==> run_1/flops_by_reg.png <==
Scale bar: 20 µm. Other sequential cells in the stronger gray, the rest of the logic in the fainter gray.
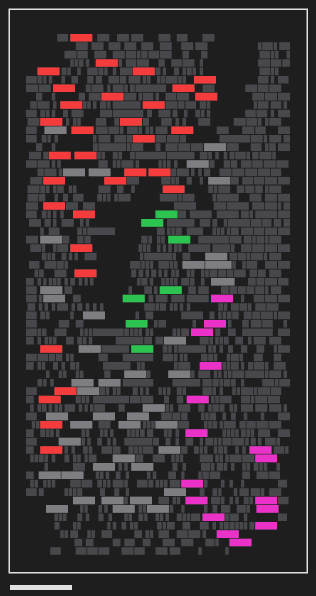
==> run_1/congestion.png <==
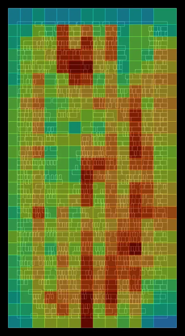
==> run_1/wires.png <==
Scale bar: 20 µm. Two of the layers only.
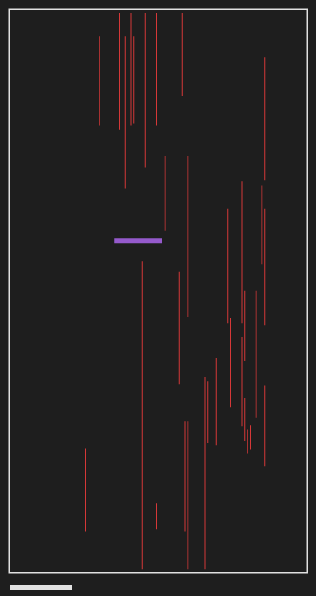
==> run_1/placement_by_type.png <==
Scale bar: 20 µm.
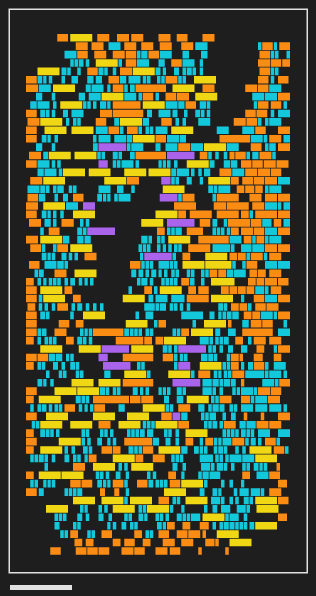
### src/rtl/apb_timeout_guard_pkg.sv
// Shared types for the APB timeout guard.
package apb_timeout_guard_pkg;

  typedef enum logic [1:0] {
    IDLE   = 2'd0,
    ACCESS = 2'd1,
    DRAIN  = 2'd2
  } state_e;

  function automatic int unsigned ceil_div(input int unsigned num, input int unsigned den);
    return (num + den - 1) / den;
  endfunction

endpackage

### src/rtl/apb_timeout_guard_counter.sv
// Clearable up-counter that sticks at all-ones instead of wrapping.
module apb_timeout_guard_counter #(
  parameter int unsigned Width = 4
) (
  input  logic             clk_i,
  input  logic             rst_ni,
  input  logic             clear_i,
  input  logic             en_i,
  output logic [Width-1:0] count_o
);

  logic [Width-1:0] count_q, count_d;

  // Next count: clear has priority, increment only below all-ones.
  always_comb begin
    count_d = count_q;
    if (clear_i) begin
      count_d = '0;
    end else if (en_i && (count_q != '1)) begin
      count_d = count_q + Width'(1);
    end
  end

  // Count register with synchronous active-low reset.
  always_ff @(posedge clk_i) begin
    if (!rst_ni) begin
      count_q <= '0;
    end else begin
      count_q <= count_d;
    end
  end

  assign count_o = count_q;

endmodule

### src/rtl/apb_timeout_guard.sv
// APB pass-through that aborts transfers to a slave that stops answering,
// then holds the stuck slave transfer open and fast-fails new requests.
module apb_timeout_guard
  import apb_timeout_guard_pkg::*;
#(
  parameter  int unsigned AddrWidth     = 32,
  parameter  int unsigned DataWidth     = 32,
  parameter  int unsigned TimeoutCycles = 64,
  parameter  int unsigned StatWidth     = 16,
  localparam int unsigned StrbWidth     = ceil_div(DataWidth, 8)
) (
  input  logic                 pclk_i,
  input  logic                 preset_ni,
  input  logic [AddrWidth-1:0] slv_paddr_i,
  input  logic [2:0]           slv_pprot_i,
  input  logic                 slv_psel_i,
  input  logic                 slv_penable_i,
  input  logic                 slv_pwrite_i,
  input  logic [DataWidth-1:0] slv_pwdata_i,
  input  logic [StrbWidth-1:0] slv_pstrb_i,
  output logic                 slv_pready_o,
  output logic [DataWidth-1:0] slv_prdata_o,
  output logic                 slv_pslverr_o,
  output logic [AddrWidth-1:0] mst_paddr_o,
  output logic [2:0]           mst_pprot_o,
  output logic                 mst_psel_o,
  output logic                 mst_penable_o,
  output logic                 mst_pwrite_o,
  output logic [DataWidth-1:0] mst_pwdata_o,
  output logic [StrbWidth-1:0] mst_pstrb_o,
  input  logic                 mst_pready_i,
  input  logic [DataWidth-1:0] mst_prdata_i,
  input  logic                 mst_pslverr_i,
  output logic                 timeout_o,
  output logic [StatWidth-1:0] timeout_cnt_o
);

  localparam int unsigned      CntWidth = $clog2(TimeoutCycles + 1);
  localparam logic [CntWidth-1:0] AbortCnt = CntWidth'(TimeoutCycles - 1);

  state_e state_q, state_d;

  logic [AddrWidth-1:0] paddr_q;
  logic [2:0]           pprot_q;
  logic                 pwrite_q;
  logic [DataWidth-1:0] pwdata_q;
  logic [StrbWidth-1:0] pstrb_q;
  logic [StatWidth-1:0] stat_q, stat_d;
  logic [CntWidth-1:0]  acc_cnt;

  logic up_setup, up_access, abort, cnt_clear, cnt_en;

  assign up_setup  = slv_psel_i & ~slv_penable_i;
  assign up_access = slv_psel_i & slv_penable_i;
  // A late slave answer in the last allowed cycle still counts as normal completion.
  assign abort     = (state_q == ACCESS) & up_access & ~mst_pready_i & (acc_cnt == AbortCnt);
  assign cnt_en    = (state_q == ACCESS) & up_access & ~mst_pready_i;
  assign cnt_clear = (state_q != ACCESS) | (state_d != ACCESS);

  apb_timeout_guard_counter #(
    .Width (CntWidth)
  ) i_acc_cnt (
    .clk_i   (pclk_i),
    .rst_ni  (preset_ni),
    .clear_i (cnt_clear),
    .en_i    (cnt_en),
    .count_o (acc_cnt)
  );

  // State register.
  always_ff @(posedge pclk_i) begin
    if (!preset_ni) begin
      state_q <= IDLE;
    end else begin
      state_q <= state_d;
    end
  end

  // Next-state logic.
  always_comb begin
    state_d = state_q;
    unique case (state_q)
      IDLE:    if (up_setup) state_d = ACCESS;
      ACCESS:  if (mst_pready_i) state_d = IDLE;
               else if (abort) state_d = DRAIN;
      DRAIN:   if (mst_pready_i) state_d = IDLE;
      default: state_d = IDLE;
    endcase
  end

  // Request capture at setup so DRAIN can replay it after upstream moves on.
  always_ff @(posedge pclk_i) begin
    if (!preset_ni) begin
      paddr_q  <= '0;
      pprot_q  <= '0;
      pwrite_q <= 1'b0;
      pwdata_q <= '0;
      pstrb_q  <= '0;
    end else if ((state_q == IDLE) && up_setup) begin
      paddr_q  <= slv_paddr_i;
      pprot_q  <= slv_pprot_i;
      pwrite_q <= slv_pwrite_i;
      pwdata_q <= slv_pwdata_i;
      pstrb_q  <= slv_pstrb_i;
    end
  end

  // Saturating abort statistic.
  always_comb begin
    stat_d = stat_q;
    if (abort && (stat_q != '1)) begin
      stat_d = stat_q + StatWidth'(1);
    end
  end

  // Statistic register.
  always_ff @(posedge pclk_i) begin
    if (!preset_ni) begin
      stat_q <= '0;
    end else begin
      stat_q <= stat_d;
    end
  end

  assign timeout_cnt_o = stat_q;

  // Output logic: pass-through by default, overridden on abort and during DRAIN.
  always_comb begin
    mst_paddr_o   = slv_paddr_i;
    mst_pprot_o   = slv_pprot_i;
    mst_psel_o    = slv_psel_i;
    mst_penable_o = slv_penable_i;
    mst_pwrite_o  = slv_pwrite_i;
    mst_pwdata_o  = slv_pwdata_i;
    mst_pstrb_o   = slv_pstrb_i;
    slv_pready_o  = mst_pready_i;
    slv_prdata_o  = mst_pready_i ? mst_prdata_i : '0;
    slv_pslverr_o = mst_pready_i & mst_pslverr_i;
    timeout_o     = 1'b0;
    unique case (state_q)
      IDLE: begin
        // An access phase whose setup fell in the final DRAIN cycle never
        // reached the slave; fail it locally instead of forwarding a bare access.
        if (up_access) begin
          mst_psel_o    = 1'b0;
          mst_penable_o = 1'b0;
          slv_pready_o  = 1'b1;
          slv_pslverr_o = 1'b1;
          slv_prdata_o  = '0;
        end
      end
      ACCESS: begin
        if (abort) begin
          slv_pready_o  = 1'b1;
          slv_pslverr_o = 1'b1;
          slv_prdata_o  = '0;
          timeout_o     = 1'b1;
        end
      end
      DRAIN: begin
        mst_paddr_o   = paddr_q;
        mst_pprot_o   = pprot_q;
        mst_psel_o    = 1'b1;
        mst_penable_o = 1'b1;
        mst_pwrite_o  = pwrite_q;
        mst_pwdata_o  = pwdata_q;
        mst_pstrb_o   = pstrb_q;
        slv_pready_o  = up_access;
        slv_pslverr_o = up_access;
        slv_prdata_o  = '0;
      end
      default: ;
    endcase
  end

endmodule

### config.mk
export PLATFORM = sky130hd
export DESIGN_NAME = apb_timeout_guard
export DESIGN_NICKNAME = d
export VERILOG_FILES = /design/src/rtl/apb_timeout_guard_pkg.sv /design/src/rtl/apb_timeout_guard_counter.sv /design/src/rtl/apb_timeout_guard.sv
export SDC_FILE = /design/constraint.sdc
export NUM_CORES = 1
export LEC_CHECK = 0
export ABC_AREA = 1
export CORE_ASPECT_RATIO = 2
export CORE_MARGIN = 5
export CORE_UTILIZATION = 35
export DETAILED_ROUTE_END_ITERATION = 10
export PLACE_DENSITY = 0.68
export RECOVER_POWER = 25
export SLEW_MARGIN = 10
export SYNTH_ARGS = -nofsm -noshare
export SYNTH_HDL_FRONTEND = slang
export SYNTH_HIERARCHICAL = 1
export SYNTH_SLANG_ARGS = --single-unit
### constraint.sdc
create_clock -name pclk_i -period 1.8 [get_ports pclk_i]
set_input_delay 0.36 -clock pclk_i [delete_from_list [all_inputs] [get_ports pclk_i]]
set_output_delay 0.36 -clock pclk_i [all_outputs]
set_load 0.02 [all_outputs]
==> results.ini, run 1 <==
[floorplan]
die_w_um = 95.85
dieArea_um2 = 17410
io_pins = 235
num_tap_cells = 192
dieHeight_um = 181.7

[global_routing]
antenna_found_initial = 1
grt_max_degree = 41
overflow = 0
grt_pass1_wl_um = 31370
grt_pass1_vias = 6069
met3_usage_pct = 5.344

[placed_design]
post-dp-hpwl_um = 13690
numPortBuffers = 234
preCtsSetupSlack_ns = -0.7082

[timing]
max_slew.worst_pin.slew_ns = 0.3756
relSlewSlack_pct = 74.96
period_minus_slack_ns = 1.995
max_freq_ghz = 0.5012
fin_crit_sh_pct = 110.8
hold_violations = 0
rsz0062_at_grt = true
setup_viol = 107
finalClockSkew_ns = 0.01065
setup_slack_ns = -0.1952

[detailed_routing]
drcViolationCount = 0
first_pass_iters = 5
routed_via_density = 4.815
met3WireLength_um = 1491
drtAntennaViolNets = 0
met2_length_um = 12380
drtIter0Drc = 324
top_layer_used = met5
wl_met1_um = 7143

[synthesis]
top_cells_by_area = dfxtp_1 (38%), nand2_1 (22%), nor2_1 (15%)
async_flop_share_pct = 0
synth_top_cell_by_area = dfxtp_1
syn_area_um2 = 5159
avgSynthCellArea_um2 = 6.005
yosys_warnings = 6
edf_count = 0
yosys_cells = 859
ff_type = dfxtp_1
ys_ff = 97
yosysUniqueCellTypes = 29
synth.yosys.seq_area_share_pct = 37.64
yosysTopAreaCellShare_pct = 37.64
yosysMostFrequentCell = nand2_1
syn_nets = 971

[power_and_ir_drop]
power_density_nw_per_um2 = 597.8
swShare_pct = 30.17
p_comb_share_pct = 24.4
p_seq_share_pct = 41.3
p_leak_nw = 4.176

[finish]
buffers = 305
logic_gates = 652
dominant_cells = multi-input combinational cells
final-comb-area_um2 = 3412
area.growth.synth_to_final_pct = 81.88
antenna_cells = 0
sh_comb_area_pct = 36.36
nClkBuffers = 9
nonClkBufAreaFrac_pct = 34.38
drive_above_1_share_pct = 30.55

[critical_path]
reg2reg_depth = 12
crit_fanout = 8
crit_end = slv_prdata_o[10]
crit_start = state_q[0]
r2r_start = state_q[1]
crit_type = flip-flop to output pin

[status]
status = complete, but fails checks
violations = setup timing

[clock_network]
cts_buffers = 9
clk_pin_slew_ns = 0.07
cts-htree-levels = 3
cts_tree = done
cts_buffer_depth = 2
cts_setup_buffers = 17
root_buffer = clkbuf_16

[min_path]
whs_endpoint = state_q[0]
hp-start = preset_ni

[job]
tool_warnings = 28

-- flops_by_reg.png (at the start) --
| color | netlist name | sequential cells |
|---|---|---|
| magenta | timeout_cnt_o | 16 |
| red | paddr_q | 32 |
| green | i_acc_cnt/count_o | 7 |
not colored: 42
Flop area: 1947 µm²
P_seq: 2.32 mW

-- congestion.png (at the start) --
grt peak-use layer: met2
Core Util, Final: 65.03%
grt met2 use: 45.57%
GR Util met1: 21.65%

-- wires.png (at the start) --
| color | layer | wire length |
|---|---|---|
| purple | metal 5 | 13.8 µm |
| red | metal 4 | 1,090 µm |
all-layer global routing usage: 23.27%
via count: 6,394
routed wire length: 22,120 µm
Wirelength per Cell: 16.65 µm

-- placement_by_type.png (at the start) --
| color | class | cells | share of their area |
|---|---|---|---|
| yellow | sequential cells | 97 | 21% |
| orange | remaining buffers and delay cells | 305 | 35% |
| cyan | combinational and other logic | 718 | 40% |
| purple | clock drivers and dummy loads | 16 | 3.3% |
Site Rows: 62
sequential share of cell area: 20.75%
floorplan core area: 14,430 µm²
Final Cell Area: 9383 µm²

-- run 1: critical path, cell delays in order (launching register included) --
cell	delay (ns)
dfxtp_4	0.38
nor2_4	0.05
buf_12	0.13
inv_12	0.07
nand3_4	0.09
buf_4	0.16
buf_12	0.15
nor2_2	0.12
buf_6	0.14
-- run 1: flip-flops by register name, summed over array words and instances, names as in the netlist --
register / flops
pwrite_q: 1
i_acc_cnt/count_o: 7
timeout_cnt_o: 16
pwdata_q: 32
pstrb_q: 4
paddr_q: 32
pprot_q: 3
state_q: 2
-- run 1: power groups by stage --
| stage | Combinational [mW] | Clock (mW) | Sequential (mW) |
|---|---|---|---|
| detailed placement | 1.16 | 0 | 2.36 |
| finish | 1.37 | 1.93 | 2.32 |
| global placement | 1.15 | 0 | 2.36 |
| CTS | 1.29 | 1.97 | 2.31 |
| floorplan | 0.521 | 0 | 2.35 |
| global route | 1.46 | 2.05 | 2.33 |
-- run 1: through the flow --
step | hold slack (ns) | setup TNS (ns) | std cells | area, µm² | power [mW]
5_1_grt | 0.3510 | -20.77 | 1328 | 9383 | 5.843
6_report | 0.3535 | -14.59 | 1328 | 9383 | 5.609
3_5_place_dp | 0.4719 | -57.28 | 1281 | 7945 | 3.525
3_3_place_gp | 0.4625 | -55.26 | 1281 | 7945 | 3.510
4_1_cts | 0.3368 | -12.92 | 1324 | 8999 | 5.575
2_1_floorplan | 0.4385 | 0 | 859 | 5159 | 2.873
-- run 1: logic make-up (layout without fill, tap and decap cells) --
kind of cell             Yosys count  in the layout  share of synthesized area (%)
adder cells (fa/ha/maj)            2              2                         0.4850
flip-flops                        97             97                          37.64
XOR/XNOR                           7              7                          1.188
AND-OR/OR-AND                     99             99                          9.774
buffers and inverters            110            387                          8.659
AND/OR/NAND/NOR                  544            544                          42.25
==> run_1/logic_types.png <==
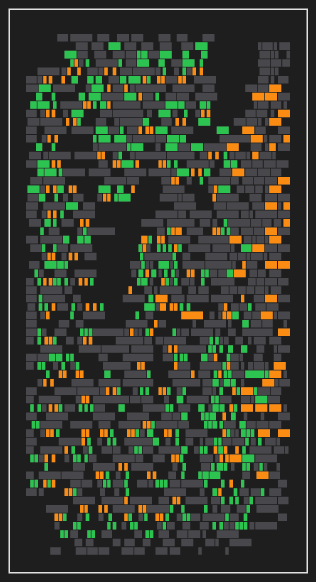

--- run 2 (diff from run 1) ---
- GPL_ROUTABILITY_DRIVEN: not set -> 0
- clock period: 1.8 -> 2.46 ns (I/O delays scaled with it)
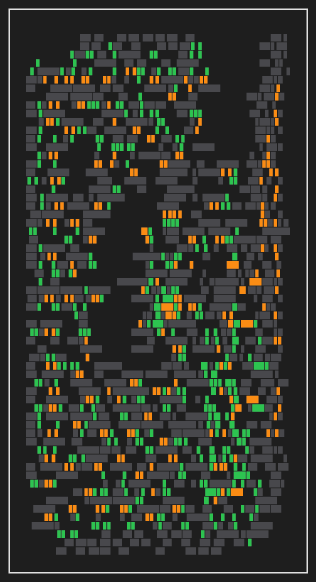
(run_2/logic_types.png)
| color | family | cells | most used | where |
|---|---|---|---|---|
| orange | nor cells | 219 | nor2_1 | widely spread |
| green | nand cells | 325 | nand2_1 | widely spread |
Top cell excl fill/tap: nand2_1
combinational share of cell area: 35.06%
Layout Cells excl Fill: 1,281

==> run 2 against run 1 <==
Net effect: the run now ends clean; critical endpoint is now slv_pslverr_o; die size is the same; area after synthesis is the same; combinational power shrank 45%; design area shrank 16%; register-to-register slack gained 0.63 ns; wire length shrank 17%; non-clock buffer count shrank 47.
==> results.ini, run 2 <==
[detailed_routing]
wl_per_cell_um = 14.29  ; was 16.65 µm
routed_wl_um = 18300  ; was 22,120 µm
met3WireLength_um = 1408  ; was 1491 µm
top_layer_used = met5  ; unchanged
routed-via-count = 5949  ; was 6,394
wl_met1_um = 6172  ; was 7143 µm
met2_length_um = 9914  ; was 12,380 µm
first_pass_iters = 4  ; was 5
drtIter0Drc = 331  ; was 324
routed_via_density = 4.644  ; was 4.815

[floorplan]
core.rowCount = 62  ; unchanged
dieHeight_um = 181.7  ; unchanged
die_w_um = 95.85  ; unchanged
io_pins = 235  ; unchanged
dieArea_um2 = 17410  ; unchanged

[finish]
final_util_pct = 54.75  ; was 65.03%
drive_above_1_share_pct = 9.275  ; was 30.55%
antenna_cells = 0  ; unchanged
area.growth.synth_to_final_pct = 53.14  ; was 81.88%

[placed_design]
preCtsSetupSlack_ns = -0.2810  ; was -0.7082 ns
dp_cells = 1261  ; was 1,281
numPortBuffers = 234  ; unchanged
post-dp-hpwl_um = 13420  ; was 13,690 µm

[critical_path]
worst-path-buf-inv = 4  ; was 5
crit_type = input port to output pin  ; was flip-flop to output pin
crit_family = buffers and inverters  ; unchanged
crit_chain = clkdlybuf4s50_1, buf_4, nand2_1, nor2_4, nand2_2, inv_1, a21oi_2, o21ai_0, clkdlybuf4s15_1  ; was nor2_4, buf_12, inv_12, nand3_4, buf_4, buf_12, nor2_2, buf_6
slowest_stage = clkdlybuf4s50_1  ; was dfxtp_4
crit_fanout = 2  ; was 8

[timing]
relSlewSlack_pct = 46.83  ; was 74.96%
finalClockSkew_ns = 0.01322  ; was 0.01065 ns
setup_viol = 0  ; was 107
setup_tns_ns = 0  ; was -14.59 ns
hold_violations = 0  ; unchanged
max_freq_ghz = 0.4189
fin_crit_sh_pct = 97.05
rsz0062_at_grt = true  ; unchanged
max_slew.worst_pin.slew_ns = 0.7976  ; was 0.3756 ns
whs_ns = 0.4510  ; was 0.3535 ns
period_minus_slack_ns = 2.387

[synthesis]
avgSynthCellArea_um2 = 6.005  ; unchanged
ys_sh_xor_pct = 1.188  ; unchanged
yosysUniqueCellTypes = 29  ; unchanged
logic_family = simple AND/OR/NAND/NOR gates  ; unchanged
ys_sh_aoi_pct = 9.774  ; unchanged
fa_ha_area_share_pct = 0.4851  ; unchanged
mux_area_share_pct = 0  ; unchanged
edf_count = 0  ; unchanged
async_flop_share_pct = 0  ; unchanged
common_cells = nand2_1 (298), nor2_1 (208), dfxtp_1 (97), o21ai_0 (78), inv_1 (58)  ; unchanged
ys_ff = 97  ; unchanged
syn_area_um2 = 5159  ; unchanged
yosys_warnings = 6  ; unchanged
ys_sh_simple_pct = 42.25  ; unchanged
ff_type = dfxtp_1  ; unchanged
synth_top_cell_by_area = dfxtp_1  ; unchanged
top_cells_by_area = dfxtp_1 (38%), nand2_1 (22%), nor2_1 (15%)  ; unchanged
synth.yosys.seq_area_share_pct = 37.64  ; unchanged
syn_nets = 971  ; unchanged
yosysTopAreaCellShare_pct = 37.64  ; unchanged
yosysMostFrequentCell = nand2_1  ; unchanged

[global_routing]
met3_usage_pct = 5.261  ; was 5.344%
grt_pass1_wl_um = 28010  ; was 31,370 µm
grt_max_degree = 45  ; was 41
busiest_layer = met2  ; unchanged
grt_pass1_vias = 5691  ; was 6,069
use_met2_pct = 39.65  ; was 45.57%
overflow = 0  ; unchanged
antenna_found_initial = 1  ; unchanged
grt_usage_pct = 20.52  ; was 23.27%

[power_and_ir_drop]
power_density_nw_per_um2 = 482.0  ; was 597.8 nW/µm²
p_total_mw = 3.808  ; was 5.609 mW

[clock_network]
cts_tree = done  ; unchanged
clk_pin_slew_ns = 0.07  ; about the same
cts_buffers = 9  ; unchanged
cts_buffer_depth = 2  ; unchanged
cts-htree-levels = 3  ; unchanged
root_buffer = clkbuf_16  ; unchanged

[job]
tool_warnings = 27  ; was 28

[status]
status = completed  ; was complete, but fails checks

## run 2: cell types whose count changed in the layout (fill, tap and decap cells not counted), moves of 43 or more
cell,change
dlygate4sd2_1,+67
nand2_1,+78
nand2_2,-43
buf_4,-56
buf_6,-87
## run 2: repair_timing
action | in CTS | in global routing
endpoints found under the hold margin | 0 | 0
gates cloned | 2 | 1
buffers inserted | 1 | 0
pin swaps | 1 | 1
gates resized | 115 | 70
setup endpoints to repair | 109 | 36
## run 2: worst paths after layout
check / startpoint / end / cells past startpoint / slack (ns)
max: slv_penable_i / slv_pslverr_o / 9 / 0.07
min reg2reg: pwdata_q[4] / pwdata_q[4] / 2 / 0.48
min: preset_ni / pwdata_q[0] / 3 / 0.45
max reg2reg: timeout_cnt_o[0] / timeout_cnt_o[14] / 8 / 0.65
## run 2: worst register-to-register path, delay by kind of cell, from the launching register on
family / cells / cell delay (ns)
AOI/OAI and AO/OA: 1 / 0.17
adders and majority gates: 1 / 0.26
buffers and inverters: 1 / 0.07
DFF: 1 / 0.37
and+or+nand+nor: 5 / 0.86
## run 2: final cells by class
class / instances / area, µm²
well taps: 192 / 240.2
clock buffers: 11 / 242.7
multi-input cells: 652 / 2770
clock inverters: 5 / 46.29
inverters: 66 / 250.2
repair buffers: 258 / 2407
flip-flops and latches: 97 / 1943
fillers: 1504 / 6529
## run 2: power breakdown
| part | leakage, nW | internal, mW | total (mW) | switching [mW] |
|---|---|---|---|---|
| logic | 2.76 | 0.353 | 0.755 | 0.402 |
| registers | 0.795 | 1.65 | 1.69 | 0.0401 |
| clock network | 0.143 | 0.733 | 1.36 | 0.626 |
| total | 3.70 | 2.74 | 3.81 | 1.07 |
==> run_2/flops_by_reg.png <==
Scale bar: 20 µm. Other sequential cells in the stronger gray, the rest of the logic in the fainter gray.
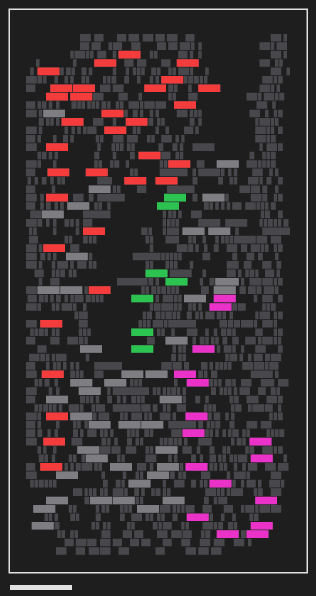

--- run 3 (diff from run 2) ---
- ABC_CLOCK_PERIOD_IN_PS: not set -> 2460
- PLACE_DENSITY: 0.68 -> 0.67
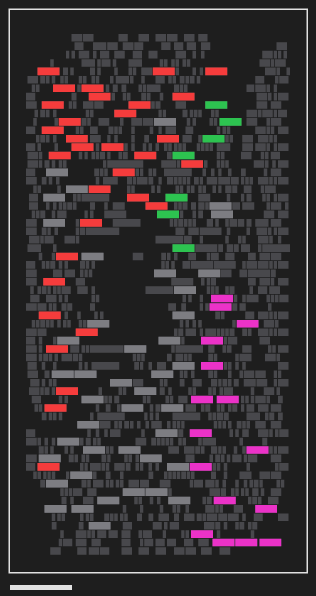
(run_3/flops_by_reg.png)
Scale bar: 20 µm. Other sequential cells in the stronger gray, the rest of the logic in the fainter gray.
| color | netlist name | sequential cells |
|---|---|---|
| magenta | timeout_cnt_o | 16 |
| red | paddr_q | 32 |
| green | i_acc_cnt/count_o | 7 |
not colored: 42
P_seq: 1.69 mW
Flop area: 1942 µm²

==> run 3 against run 2 <==
Net effect: clock power up about 10%; critical path depth down 1; global-route usage fell by 0.27 points; largest power group unchanged.
==> results.ini, run 3 <==
[detailed_routing]
routed_wl_um = 17900  ; was 18,300 µm
wl_per_cell_um = 13.97  ; was 14.29 µm
routed_via_density = 4.656  ; was 4.644
drtAntennaViolNets = 0  ; unchanged
routed-via-count = 5969  ; was 5,949

[global_routing]
overflow = 0  ; unchanged
grt_max_degree = 43  ; was 45
grt_pass1_wl_um = 28050  ; was 28,010 µm
grt_usage_pct = 20.26  ; was 20.52%
grt_pass1_vias = 5580  ; was 5,691

[floorplan]
dieHeight_um = 181.7  ; unchanged
dieArea_um2 = 17410  ; unchanged
core.rowCount = 62  ; unchanged
io_pins = 235  ; unchanged
die_w_um = 95.85  ; unchanged
fp.coreArea_um2 = 14430  ; unchanged

[critical_path]
worst-path-buf-inv = 4  ; unchanged
slowest_stage = clkdlybuf4s50_1  ; unchanged
cpPeakStageDelay_ns = 0.42  ; was 0.50 ns
crit_fanout = 16  ; was 2
crit_chain = clkdlybuf4s50_1, inv_1, nor2_4, nand2_1, nand3_2, clkbuf_16, nor2_1, dlygate4sd2_1  ; was clkdlybuf4s50_1, buf_4, nand2_1, nor2_4, nand2_2, inv_1, a21oi_2, o21ai_0, clkdlybuf4s15_1
crit_family = buffers and inverters  ; unchanged
crit_type = input port to output pin  ; unchanged

[synthesis]
yosysMostFrequentCell = nand2_1  ; unchanged
synth_top_cell_by_area = dfxtp_1  ; unchanged
ys_ff = 97  ; unchanged
ys_sh_xor_pct = 1.188  ; unchanged
ys_sh_aoi_pct = 9.774  ; unchanged
logic_family = simple AND/OR/NAND/NOR gates  ; unchanged
avgSynthCellArea_um2 = 6.005  ; unchanged
top_cells_by_area = dfxtp_1 (38%), nand2_1 (22%), nor2_1 (15%)  ; unchanged
common_cells = nand2_1 (298), nor2_1 (208), dfxtp_1 (97), o21ai_0 (78), inv_1 (58)  ; unchanged
yosys_cells = 859  ; unchanged
syn_nets = 971  ; unchanged
async_flop_share_pct = 0  ; unchanged
yosysUniqueCellTypes = 29  ; unchanged
fa_ha_area_share_pct = 0.4851  ; unchanged
yosys_warnings = 6  ; unchanged
syn_area_um2 = 5159  ; unchanged
yosysTopAreaCellShare_pct = 37.64  ; unchanged
edf_count = 0  ; unchanged
ys_sh_simple_pct = 42.25  ; unchanged
synth.yosys.seq_area_share_pct = 37.64  ; unchanged

[finish]
final-comb-area_um2 = 2760  ; was 2770 µm²
area.growth.synth_to_final_pct = 56.83  ; was 53.14%
nFillCells = 1520  ; was 1,504
postLayoutCellArea_um2 = 8090  ; was 7900 µm²
final_util_pct = 56.07  ; was 54.75%
antenna_cells = 0  ; unchanged
drive_above_1_share_pct = 6.330  ; was 9.275%

[status]
status = completed  ; unchanged

[timing]
setup_viol = 0  ; unchanged
period_minus_slack_ns = 2.404  ; was 2.387 ns
relSlewSlack_pct = 58.28  ; was 46.83%
setup_slack_ns = 0.05589  ; was 0.07253 ns
whs_ns = 0.4631  ; was 0.4510 ns
hold_violations = 0  ; unchanged
finalClockSkew_ns = 0.01236  ; was 0.01322 ns
max_slew.worst_pin.slew_ns = 0.6252  ; was 0.7976 ns
setup_tns_ns = 0  ; unchanged

[power_and_ir_drop]
p_leak_nw = 3.856  ; was 3.701 nW
power_density_nw_per_um2 = 496.2  ; was 482.0 nW/µm²

[placed_design]
placed_area_um2 = 7807  ; was 7785 µm²
numPortBuffers = 234  ; unchanged
preCtsSetupSlack_ns = -0.3769  ; was -0.2810 ns
post-dp-hpwl_um = 13370  ; was 13,420 µm

[clock_network]
cts_tree = done  ; unchanged
cts_buffer_depth = 2  ; unchanged
root_buffer = clkbuf_16  ; unchanged
cts.sinks = 97  ; unchanged
cts_buffers = 9  ; unchanged
clk_pin_slew_ns = 0.06  ; was 0.07 ns

[job]
tool_warnings = 27  ; unchanged

## run 3: cell counts after synthesis
Identical to the previous run, type by type.
## run 3: routing by layer
metal	part of all wire (%)	GRT usage, %
met3	7.2	3.853
met4	2.5	7.355
met1	34	20.79
met5	0	0
met2	56	38.87
## run 3: logic make-up after synthesis
logic type	count (synthesis)
compound gates	99
xor+xnor	7
fa+ha+maj	2
buf+inv	110
flops	97
simple gates	544
## run 3: tightest hold or removal path, stage by stage
cell and delay (ns):
buf_2 0.15, clkinv_1 0.07, a21oi_1 0.04
## run 3: metrics by stage
stage                     total power, mW  instances
after detailed placement            2.573       1264
after global routing                4.193       1282
after floorplan                     2.102        859
after CTS                           4.069       1280
final                               4.014       1282
after global placement              2.564       1264
## run 3: layout make-up
class	count	area share, %
clock inverter	4	0.9434
sequential	97	24.00
inverter	66	3.093
clock buffer	11	3.124
timing repair buffer	260	31.75
multi-input combinational	652	34.12
tap	192	2.969
## run 3: final timing paths
| kind | from | end | slack, ns | depth (start not counted) |
|---|---|---|---|---|
| min reg2reg | pwdata_q[17] | pwdata_q[17] | 0.48 | 2 |
| max | slv_penable_i | slv_prdata_o[2] | 0.06 | 8 |
| max reg2reg | state_q[0] | timeout_cnt_o[11] | 0.51 | 9 |
| min | preset_ni | state_q[0] | 0.46 | 3 |
## run 3: power breakdown
part	switching, mW	internal, mW
Combinational	0.402	0.373
Clock	0.601	0.943
Sequential	0.0405	1.65
## run 3: what timing repair did
item	4_1_cts	5_1_grt
setup buffers	0	1
cloned	1	1
endpoints found under the setup margin	103	42
gates resized	110	44
pin swaps	0	1
endpoints found under the hold margin	0	0
No activity file was given, so power comes from the tool's default toggle rates.
